Figure 1. Congestion heat map.
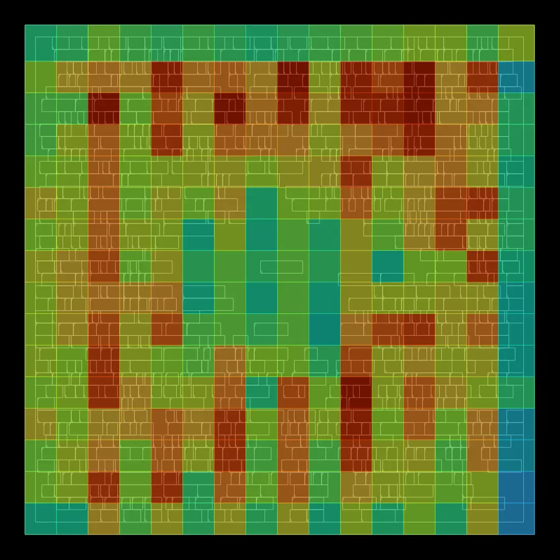
Figure 2. Pin map.
(4 px per um) Pins as bars across the die edge, other pins in grey.
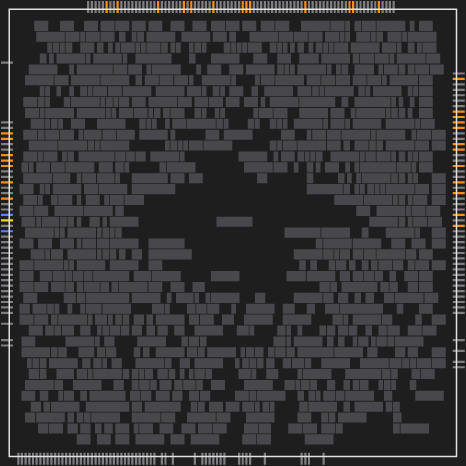
Figure 3. Wiring heat map.
(3 px per um) 22 x 22 tiles, from dark blue (low) to red (high), scaled to the fullest tile. Values are wire area over tile area, all layers added.
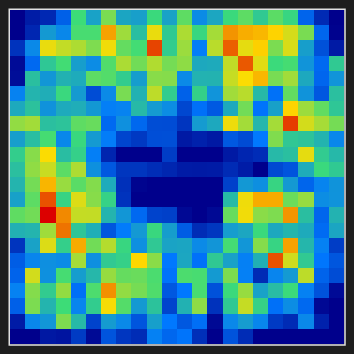
Figure 4. Metal 2.
(4 px per um) Cells faint in the background.
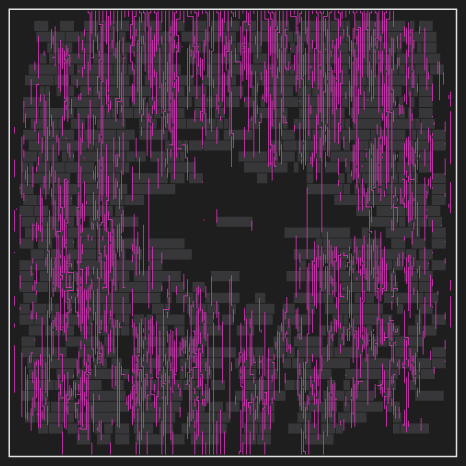
Figure 5. Metal 3.
(4 px per um) Cells faint in the background.
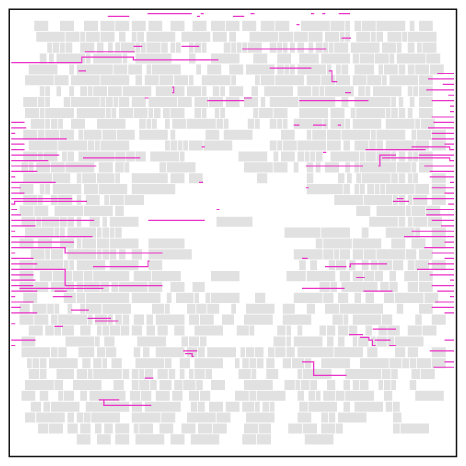
Design noop_trap_reporter, sky130hd; sources not shown.
==> results.cfg <==
; yosys + openroad results
[logic_synthesis]
syn_area_per_cell_sq_um = 8.229
netlist_area_sq_um = 5308
ys_area_sq_um = 5308
yosysTopAreaCell = dfxtp_1
yosysCellCount = 645
synth_flops = 130
topCellsByArea = dfxtp_1, nand2_1, a21oi_1
edf_count = 0
async_flop_share_pct = 0
synth_seq_share_pct = 49.03
synth_warnings = 0
yosysUniqueCellTypes = 34
synthCells = 645

[timing]
fin_setup_tns_ns = 0
finalSetupViolations = 0
rsz0062_at_grt = false
worst_pin_slew_ns = 1.182
period_needed_ns = 3.687
finalHoldViolations = 0
finalCritPeriodShare_pct = 83.80
setup_ws_ns = 0.7128

[global_route]
grt_pass1_vias = 5139
grt_first_pass_wirelength_um = 24700
grt_max_degree = 74
grt_util_all_layers_pct = 24.09
antenna_found_initial = 0
grt_remaining_overflow = 0

[placed_design]
dp_hpwl_um = 10160
place_congestion = 0.8497

[cells_and_area]
fin_nets = 931
diodes = 0
drive_gt1_share_pct = 5.383
area_growth_pct = 50.71

[job]
cap_violations = 0
log.warning_count = 60

[clock_tree]
clk_latency_ns = 0.41
cts_tree = built
clkTransAtPathRegs_ns = 0.05
cts_inserted_buffers = 17
htree_levels = 4
cts_setup_buffers = 0
cts-root-buf = clkbuf_16
ctsHoldBuffers = 0

[routing]
viasPerCell = 5.497
postRouteAntennaNets = 0
drt_iter0_drc = 344
first_pass_iters = 5

[die]
ioPinCount = 231
initCoreUtil_pct = 46.88
die_area_sq_um = 12410
coreArea_sq_um = 11320
rows = 39

[worst_setup_path]
required_ns = 4.55
rrSetupSlack_ns = 1.60
endpoint_kind = flip-flop
start_kind = input port
crit_fanout = 10
path_class = in2reg

[run_status]
outcome = finished, final reports clean

[hold_path]
whs_path_depth = 2
hp-class = reg2reg

[pwr]
powerDensity_nw_per_um2 = 496.4
p_leak_nw = 2.755
## Picture notes: Figure 1
Top Usage Layer GRT: met2
global-route track usage on met3: 7.186%
fin util: 70.66%
Routed WL per cell: 15.48 um

## Picture notes: Figure 2
legend:
  orange:
    port: `trapCode`
    pins: 32
    direction: output
    edge: 13 top, 12 right, 7 left
  yellow:
    port: `isNoopTrap`
    pins: 1
    direction: output
    edge: left
  blue:
    port: `commitCnt`
    pins: 2
    direction: input
    edge: left
all pins by edge: 84 top, 58 bottom, 49 right, 40 left
port bufs: 198
Die W: 111.4 um
Die Height: 111.4 um

## Picture notes: Figure 3
nearly empty tiles: 8.1%
mean over tiles: 0.20
fullest tile: 0.53
tiles over half the peak: 30%
emptiest ninth of the die: middle
DRT Wirelength: 15,150 um
DR vias: 5,382

## Picture notes: Figure 4
share of all routed wire: 50%
main direction: vertical
longest straight run: 36.9 um
nets with wire on the layer: 794
wire length on this layer: 7,580 um
met2 GRT Util: 41.06%

## Picture notes: Figure 5
share of all routed wire: 6.4%
wire length on this layer: 972 um
main direction: horizontal
nets with wire on the layer: 123

layout by cell type, fill, tap and decap left out:
cell and instances:
and3_1 3, nand3_1 16, nand4_1 13, clkinv_2 4
fa_1 1, xnor2_1 11, and2_1 2, nor3_1 4
clkdlybuf4s50_1 197, nor2b_1 2, nand2_2 1, nor4_1 2
nand4_2 2, clkbuf_16 17, and4_1 8, nor3b_1 2
and2_2 1, o31ai_1 25, buf_4 6, bufinv_16 5
nand2_1 147, or2_2 1, inv_1 12, or4_1 30
o21ai_0 18, clkbuf_8 4, a211oi_1 1, mux2i_1 4
clkbuf_1 1, dfxtp_1 130, or3_1 18, nor2_1 23
xor2_1 5, mux2_2 2, a21oi_1 108, clkinvlp_4 1
ha_1 6, or4_4 1, nor4b_1 1, nand2b_1 1
layer usage:
| layer | global-route usage, % | vias up | routed length (um) |
|---|---|---|---|
| met5 | 0 | - | 0 |
| met4 | 10.95 | 0 | 412 |
| met3 | 7.186 | 33 | 971 |
| met2 | 41.06 | 193 | 7583 |
| met1 | 28.03 | 2542 | 6185 |
| li1 | - | 2614 | - |
critical path: stages:
cell and delay, ns:
clkdlybuf4s50_1 0.47, ha_1 0.17, inv_1 0.05, fa_1 0.49
or4_1 0.72, nor4_1 0.26, mux2_2 0.36
through the flow:
step	total power [W]	utilization, %	area, sq um
after floorplan	0.001967	-	5308
after global placement	0.002372	64.81	7337
after detailed placement	0.002416	64.81	7337
after CTS	0.003989	70.66	7999
after global routing	0.004135	70.66	7999
final	0.003970	70.66	7999
power by group:
part / switching, W / total (W) / internal [W]
Clock: 0.000505 / 0.00157 / 0.00106
Combinational: 0.000579 / 0.00101 / 0.000428
Sequential: 0.0000824 / 0.00140 / 0.00131
Total: 0.00117 / 0.00397 / 0.00280
cell type report:
type / count / area [sq um]
fillers: 832 / 3322
multi-input cells: 459 / 2494
clock buffers: 22 / 484.2
clock inverters: 10 / 177.7
well taps: 143 / 178.9
inverters: 12 / 45.04
repair buffers: 203 / 2017
flip-flops and latches: 130 / 2603
cells in the mapped netlist (all sizes together) (5+ instances only):
cell type    n
ha           6
clkbuf      33
o21ai       18
o31ai       25
and4         8
or4         31
or3         18
nand2      148
xnor2       11
dfxtp      130
nand4       15
a21oi      108
nor2        23
xor2         5
buf         11
inv         12
nand3       16
logic make-up after synthesis:
group / Yosys count / synth area share, %
adder cells (fa/ha/maj): 7 / 1.792
AND-OR/OR-AND: 152 / 15.56
buffers and inverters: 56 / 4.055
AND/OR/NAND/NOR: 278 / 25.74
multiplexers: 6 / 1.179
XOR/XNOR: 16 / 2.640
flip-flops: 130 / 49.03
No activity file was given, so power comes from the tool's default toggle rates.
